Figure 1. Selected gate families.
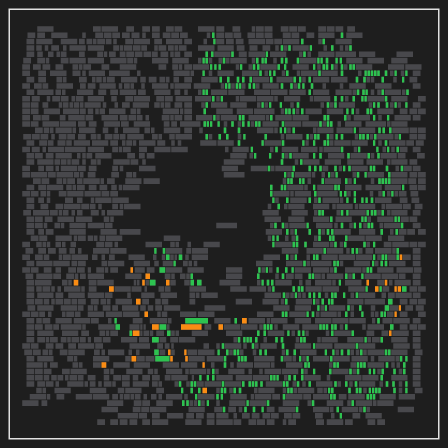
Figure 2. Placement by cell class.
Bar = 50 um.
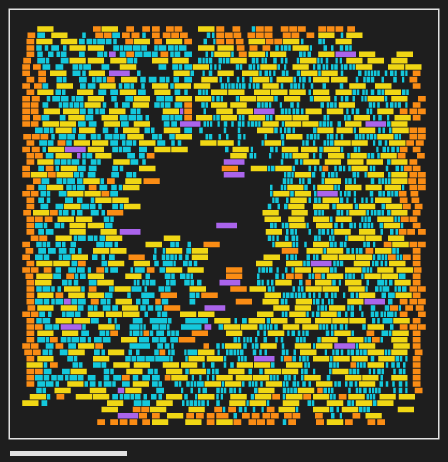
Figure 3. Sequential cells colored by netlist name.
Bar = 50 um. Other sequential cells in the stronger gray, the rest of the logic in the fainter gray.
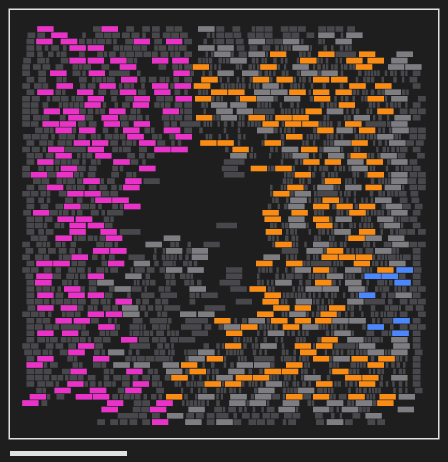
Figure 4. Track usage over the die.
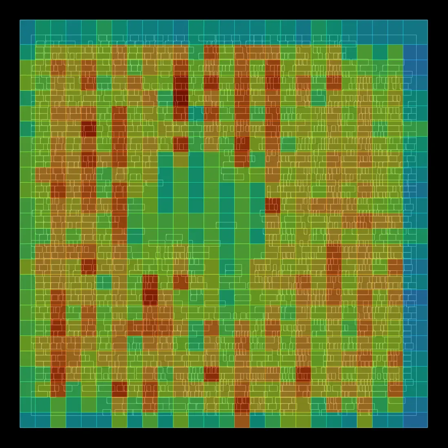
$ cat src/rtl/spi_frame_rx.sv
// SPI slave frame receiver/transmitter, mode 0, oversampled in the clk domain.
// sck/sdi/load are synchronised and edge-detected; nothing is clocked by sck.
// The last good frame is double-buffered in frame_data.
// Optional feature: define SPI_FRAME_CRC8_EN to treat the last 8 frame bits as
// a CRC-8 (poly 0x07, init 0x00, MSB first) over the preceding bits.
module spi_frame_rx #(
   parameter int FRAME_BITS  = 128,
   parameter int SYNC_STAGES = 2,
   parameter int CNT_W       = 8
) (
   input  logic                  clk,
   input  logic                  reset,
   input  logic                  sck,
   input  logic                  sdi,
   input  logic                  load,
   input  logic [FRAME_BITS-1:0] tx_data,
   output logic                  sdo,
   output logic                  busy,
   output logic [FRAME_BITS-1:0] frame_data,
   output logic                  frame_valid,
   output logic                  frame_err,
   output logic [CNT_W-1:0]      frame_cnt
);

   localparam int BW = $clog2(FRAME_BITS + 1);
   localparam int SW = $clog2(SYNC_STAGES + 1);
   localparam logic [BW-1:0] LAST_BIT = BW'(FRAME_BITS - 1);
   localparam logic [SW-1:0] SETTLED  = SW'(SYNC_STAGES);

   typedef enum logic [1:0] {ST_IDLE = 2'd0, ST_SHIFT = 2'd1, ST_FULL = 2'd2} state_t;

   state_t                  state_q, state_d;
   logic [SYNC_STAGES-1:0]  sck_sync_q, sck_sync_d, sdi_sync_q, sdi_sync_d, load_sync_q, load_sync_d;
   logic                    sck_prev_q, sck_prev_d, sdi_prev_q, sdi_prev_d, load_prev_q, load_prev_d;
   logic [SW-1:0]           settle_q, settle_d;
   logic                    load_arm_q, load_arm_d;
   logic [FRAME_BITS-1:0]   rx_shreg_q, rx_shreg_d, tx_shreg_q, tx_shreg_d;
   logic [FRAME_BITS-1:0]   frame_data_q, frame_data_d;
   logic [BW-1:0]           bit_cnt_q, bit_cnt_d;
   logic                    overrun_q, overrun_d;
   logic                    sdo_q, sdo_d, busy_q, busy_d;
   logic                    frame_valid_q, frame_valid_d, frame_err_q, frame_err_d;
   logic [CNT_W-1:0]        frame_cnt_q, frame_cnt_d;
   logic                    sck_rise, sck_fall, load_rise, load_fall, frame_ok;

`ifdef SPI_FRAME_CRC8_EN
   logic [7:0]              crc_q, crc_d;

   // One MSB-first CRC-8 step, poly x^8+x^2+x+1.
   function automatic logic [7:0] crc8_step(input logic [7:0] crc, input logic bit_in);
      logic fb;
      fb = crc[7] ^ bit_in;
      crc8_step = {crc[6:0], 1'b0} ^ (fb ? 8'h07 : 8'h00);
   endfunction

   // Running the CRC over the appended checksum leaves a zero residue on a good frame.
   assign frame_ok = ~overrun_q & (crc_q == 8'h00);
`else
   assign frame_ok = ~overrun_q;
`endif

   assign sck_rise  = sck_sync_q[SYNC_STAGES-1] & ~sck_prev_q;
   assign sck_fall  = ~sck_sync_q[SYNC_STAGES-1] & sck_prev_q;
   // A load that is already high when reset drops must not look like a frame start,
   // so rises are only honoured once load has been seen low after the chain settled.
   assign load_rise = load_sync_q[SYNC_STAGES-1] & ~load_prev_q & load_arm_q;
   assign load_fall = ~load_sync_q[SYNC_STAGES-1] & load_prev_q;

   // Synchroniser chains, edge-detect history and load re-arm tracking.
   always_comb begin
      sck_sync_d  = {sck_sync_q[SYNC_STAGES-2:0], sck};
      sdi_sync_d  = {sdi_sync_q[SYNC_STAGES-2:0], sdi};
      load_sync_d = {load_sync_q[SYNC_STAGES-2:0], load};
      sck_prev_d  = sck_sync_q[SYNC_STAGES-1];
      sdi_prev_d  = sdi_sync_q[SYNC_STAGES-1];
      load_prev_d = load_sync_q[SYNC_STAGES-1];
      if (settle_q == SETTLED) begin
         settle_d   = settle_q;
         load_arm_d = load_arm_q | ~load_sync_q[SYNC_STAGES-1];
      end else begin
         settle_d   = settle_q + SW'(1);
         load_arm_d = load_arm_q;
      end
   end

   // FSM state register.
   always_ff @(posedge clk) begin
      if (reset) begin
         state_q <= ST_IDLE;
      end else begin
         state_q <= state_d;
      end
   end

   // FSM next-state logic; load_fall takes priority over any sck edge.
   always_comb begin
      state_d = state_q;
      case (state_q)
         ST_IDLE: begin
            if (load_rise) state_d = ST_SHIFT;
            else           state_d = ST_IDLE;
         end
         ST_SHIFT: begin
            if (load_fall)                             state_d = ST_IDLE;
            else if (sck_rise && bit_cnt_q == LAST_BIT) state_d = ST_FULL;
            else                                       state_d = ST_SHIFT;
         end
         ST_FULL: begin
            if (load_fall) state_d = ST_IDLE;
            else           state_d = ST_FULL;
         end
         default: state_d = ST_IDLE;
      endcase
   end

   // FSM output/datapath logic: shift registers, counters and registered outputs.
   always_comb begin
      rx_shreg_d    = rx_shreg_q;
      tx_shreg_d    = tx_shreg_q;
      bit_cnt_d     = bit_cnt_q;
      overrun_d     = overrun_q;
      sdo_d         = sdo_q;
      frame_data_d  = frame_data_q;
      frame_cnt_d   = frame_cnt_q;
      frame_valid_d = 1'b0;
      frame_err_d   = 1'b0;
      busy_d        = (state_d != ST_IDLE);
`ifdef SPI_FRAME_CRC8_EN
      crc_d         = crc_q;
`endif
      case (state_q)
         ST_IDLE: begin
            if (load_rise) begin
               bit_cnt_d  = '0;
               overrun_d  = 1'b0;
               tx_shreg_d = tx_data;
               sdo_d      = tx_data[FRAME_BITS-1];
`ifdef SPI_FRAME_CRC8_EN
               crc_d      = 8'h00;
`endif
            end else begin
               sdo_d = 1'b0;
            end
         end
         ST_SHIFT: begin
            if (load_fall) begin
               frame_err_d = 1'b1;
               sdo_d       = 1'b0;
            end else if (sck_rise) begin
               rx_shreg_d = {rx_shreg_q[FRAME_BITS-2:0], sdi_prev_q};
               bit_cnt_d  = bit_cnt_q + BW'(1);
`ifdef SPI_FRAME_CRC8_EN
               crc_d      = crc8_step(crc_q, sdi_prev_q);
`endif
               if (bit_cnt_q == LAST_BIT) sdo_d = 1'b0;
               else                       sdo_d = sdo_q;
            end else if (sck_fall) begin
               tx_shreg_d = {tx_shreg_q[FRAME_BITS-2:0], 1'b0};
               sdo_d      = tx_shreg_q[FRAME_BITS-2];
            end else begin
               sdo_d = sdo_q;
            end
         end
         ST_FULL: begin
            sdo_d = 1'b0;
            if (load_fall) begin
               if (frame_ok) begin
                  frame_data_d  = rx_shreg_q;
                  frame_valid_d = 1'b1;
                  frame_cnt_d   = frame_cnt_q + CNT_W'(1);
               end else begin
                  frame_err_d = 1'b1;
               end
            end else if (sck_rise) begin
               overrun_d = 1'b1;
            end else begin
               overrun_d = overrun_q;
            end
         end
         default: begin
            sdo_d = 1'b0;
         end
      endcase
   end

   // Datapath and input-conditioning registers with synchronous reset.
   always_ff @(posedge clk) begin
      if (reset) begin
         sck_sync_q    <= '0;
         sdi_sync_q    <= '0;
         load_sync_q   <= '0;
         sck_prev_q    <= 1'b0;
         sdi_prev_q    <= 1'b0;
         load_prev_q   <= 1'b0;
         settle_q      <= '0;
         load_arm_q    <= 1'b0;
         rx_shreg_q    <= '0;
         tx_shreg_q    <= '0;
         bit_cnt_q     <= '0;
         overrun_q     <= 1'b0;
         sdo_q         <= 1'b0;
         busy_q        <= 1'b0;
         frame_data_q  <= '0;
         frame_valid_q <= 1'b0;
         frame_err_q   <= 1'b0;
         frame_cnt_q   <= '0;
`ifdef SPI_FRAME_CRC8_EN
         crc_q         <= 8'h00;
`endif
      end else begin
         sck_sync_q    <= sck_sync_d;
         sdi_sync_q    <= sdi_sync_d;
         load_sync_q   <= load_sync_d;
         sck_prev_q    <= sck_prev_d;
         sdi_prev_q    <= sdi_prev_d;
         load_prev_q   <= load_prev_d;
         settle_q      <= settle_d;
         load_arm_q    <= load_arm_d;
         rx_shreg_q    <= rx_shreg_d;
         tx_shreg_q    <= tx_shreg_d;
         bit_cnt_q     <= bit_cnt_d;
         overrun_q     <= overrun_d;
         sdo_q         <= sdo_d;
         busy_q        <= busy_d;
         frame_data_q  <= frame_data_d;
         frame_valid_q <= frame_valid_d;
         frame_err_q   <= frame_err_d;
         frame_cnt_q   <= frame_cnt_d;
`ifdef SPI_FRAME_CRC8_EN
         crc_q         <= crc_d;
`endif
      end
   end

   assign sdo         = sdo_q;
   assign busy        = busy_q;
   assign frame_data  = frame_data_q;
   assign frame_valid = frame_valid_q;
   assign frame_err   = frame_err_q;
   assign frame_cnt   = frame_cnt_q;

endmodule

$ cat config.mk
export PLATFORM = sky130hd
export DESIGN_NAME = spi_frame_rx
export DESIGN_NICKNAME = d
export VERILOG_FILES = /design/src/rtl/spi_frame_rx.sv
export SDC_FILE = /design/constraint.sdc
export NUM_CORES = 1
export LEC_CHECK = 0
export CAP_MARGIN = 5
export CORE_MARGIN = 5
export CORE_UTILIZATION = 53
export CTS_CLUSTER_DIAMETER = 80
export CTS_CLUSTER_SIZE = 30
export DETAILED_ROUTE_END_ITERATION = 7
export PLACE_DENSITY = 0.8
export SYNTH_ARGS = -nofsm -noshare
export SYNTH_HDL_FRONTEND = slang
export SYNTH_SLANG_ARGS = --single-unit
$ cat constraint.sdc
create_clock -name clk -period 2.63 [get_ports clk]
set_input_delay 0.263 -clock clk [delete_from_list [all_inputs] [get_ports clk]]
set_output_delay 0.263 -clock clk [all_outputs]
set_load 0.03 [all_outputs]
==> summary.txt <==
CTS Sinks = 418
OpenROAD warning count = 36
Post-synthesis async set-or-reset flop share = 0
DP Wirelength = 24300 um
RSZ-0062 raised after global routing = no
Post-route ant nets = 0
Status = complete, no violations
Mapped Area = 0.0160 mm^2
Crit path kind = reg -> reg
# diodes = 0
Post-Route Setup TNS = 0 ns
Startpoint Class = flop
Floorplan Nets = 2002
Fillcell total = 2404
Top Ports = 273
Peak supply drop = 445 uV
Number of synthesized flops with an enable pin = 0
# Post-CTS Setup Buffers = 0
PwrDens = 543 mW/mm^2
GRT Overall Usage = 0.211
H-tree levels = 1
Crit path max fanout = 126
Cts repair resizes = 0
Max-slew violations = 0
Critical path arrival = 2.76 ns
Largest net degree at the start of global routing = 127
Hold WC Path Type = in -> reg
PortBufs = 272
Placer Congestion = 0.830
Seq cells post-synth = 418
Placed Area = 0.0189 mm^2
Via count = 13400
Core area = 0.0297 mm^2
Clock buffer depth = 3
Yosys Chip Area = 0.0160 mm^2
Num CTS Buffers = 18
Wire length on met3 = 2710 um
Final net count = 2157
Max-cap viol count = 0
Endpoints failing setup = 0
Distinct lib cells = 43
Synth Flop Type = dfxtp_1
DR vias/cell = 5.56
-- Figure 1 (at the start) --
[orange] nor cells | cells: 30
[green] nand cells | cells: 539

-- Figure 2 (at the start) --
[yellow] sequential cells | cells: 418 | share of their area: 44%
[purple] clock drivers and dummy loads | cells: 25 | share of their area: 2.7%
[cyan] combinational and other logic | cells: 1280 | share of their area: 37%
[orange] remaining buffers and delay cells | cells: 297 | share of their area: 16%

-- Figure 3 (at the start) --
[blue] `frame_cnt` | flops: 8
[orange] `rx_shreg_q` | flops: 128
[magenta] `tx_shreg_q` | flops: 127

-- Figure 4 (at the start) --
met3 GRT Util: 0.0419
Core Util, Final: 0.654
met1 Usage GRT: 0.306
average wire per cell in the routed design: 15.5 um

==> worst max-delay path, stage by stage (launching register included) <==
cell and delay, ns:
dfxtp_1 0.37, inv_1 0.10, ha_1 0.31, nand4b_1 0.30, o31ai_4 0.16, buf_12 0.45, a21oi_1 0.17, a211oi_1 0.27
==> worst paths after layout <==
check / depth (start not counted) / slack [ns] / startpoint / to
worst max-delay path: 7 / 0.30 / state_q[0] / tx_shreg_q[70]
worst min-delay path: 2 / 0.18 / reset / settle_q[1]
worst max register to register: 7 / 0.30 / state_q[0] / tx_shreg_q[70]
worst min register to register: 1 / 0.45 / load_sync_q[0] / load_sync_q[1]
==> stage by stage <==
step	worst slack, ns	instances
2_1_floorplan	0.795	1860
3_3_place_gp	0.583	2385
3_5_place_dp	0.419	2385
4_1_cts	0.368	2410
5_1_grt	0.153	2410
6_report	0.298	2410
==> flip-flops by register name, indices dropped and copies added (netlist names), 2 cells and up <==
signal and count:
sdi_sync_q 2, bit_cnt_q 8, settle_q 2, sck_sync_q 2, tx_shreg_q 127, rx_shreg_q 128
load_sync_q 2, state_q 2, frame_cnt 8, frame_data 128
==> cell usage after synthesis (2+ instances only) <==
master | instances | area [um^2]
buf_2 | 43 | 215
or3_1 | 5 | 31.3
dfxtp_1 | 418 | 8370
o31ai_1 | 3 | 22.5
nor2_1 | 14 | 52.6
nand3_1 | 6 | 30.0
or4_1 | 4 | 30.0
clkbuf_1 | 111 | 417
a21oi_1 | 397 | 1990
nor3_1 | 4 | 20.0
nor2b_1 | 8 | 50.1
buf_4 | 3 | 22.5
xnor2_1 | 3 | 26.3
and3_1 | 2 | 12.5
inv_1 | 10 | 37.5
nand2_1 | 522 | 1960
ha_1 | 9 | 113
o21ai_0 | 7 | 35.0
xor2_1 | 4 | 35.0
nand4b_1 | 2 | 17.5
nand4_1 | 5 | 31.3
nand3b_1 | 2 | 15.0
a211oi_1 | 128 | 961
o21ai_1 | 2 | 10.0
buf_6 | 4 | 45.0
mux2i_1 | 127 | 1270
==> per-layer routing <==
metal | up-vias | global-route usage
met2 | 377 | 0.332
met4 | 2 | 0.0402
met1 | 6325 | 0.306
met5 | - | 0
li1 | 6651 | -
met3 | 51 | 0.0419
==> report_power, final <==
group,internal [mW],switching [mW],leakage [nW]
combinational,0.379,0.391,2.26
sequential,6.43,0.0629,3.37
clock,1.34,1.94,0.259
==> kinds of logic after synthesis <==
logic type / count (synthesis) / share of synthesized area
AND-OR/OR-AND: 545 / 0.194
XOR/XNOR: 7 / 0.00384
adder cells (fa/ha/maj): 9 / 0.00705
buffers and inverters: 172 / 0.0464
flip-flops: 418 / 0.524
multiplexers: 127 / 0.0796
AND/OR/NAND/NOR: 582 / 0.145
==> area by class of cell <==
type / instances / area [um^2] / area share
Sequential cell: 418 / 8370 / 0.430
Timing Repair Buffer: 297 / 3100 / 0.160
Inverter: 10 / 37.5 / 0.00193
Tap cell: 390 / 488 / 0.0251
Clock inverter: 6 / 45.0 / 0.00232
Multi-Input combinational cell: 1270 / 6930 / 0.356
Clock buffer: 19 / 475 / 0.0244
No activity file was given, so power comes from the tool's default toggle rates.
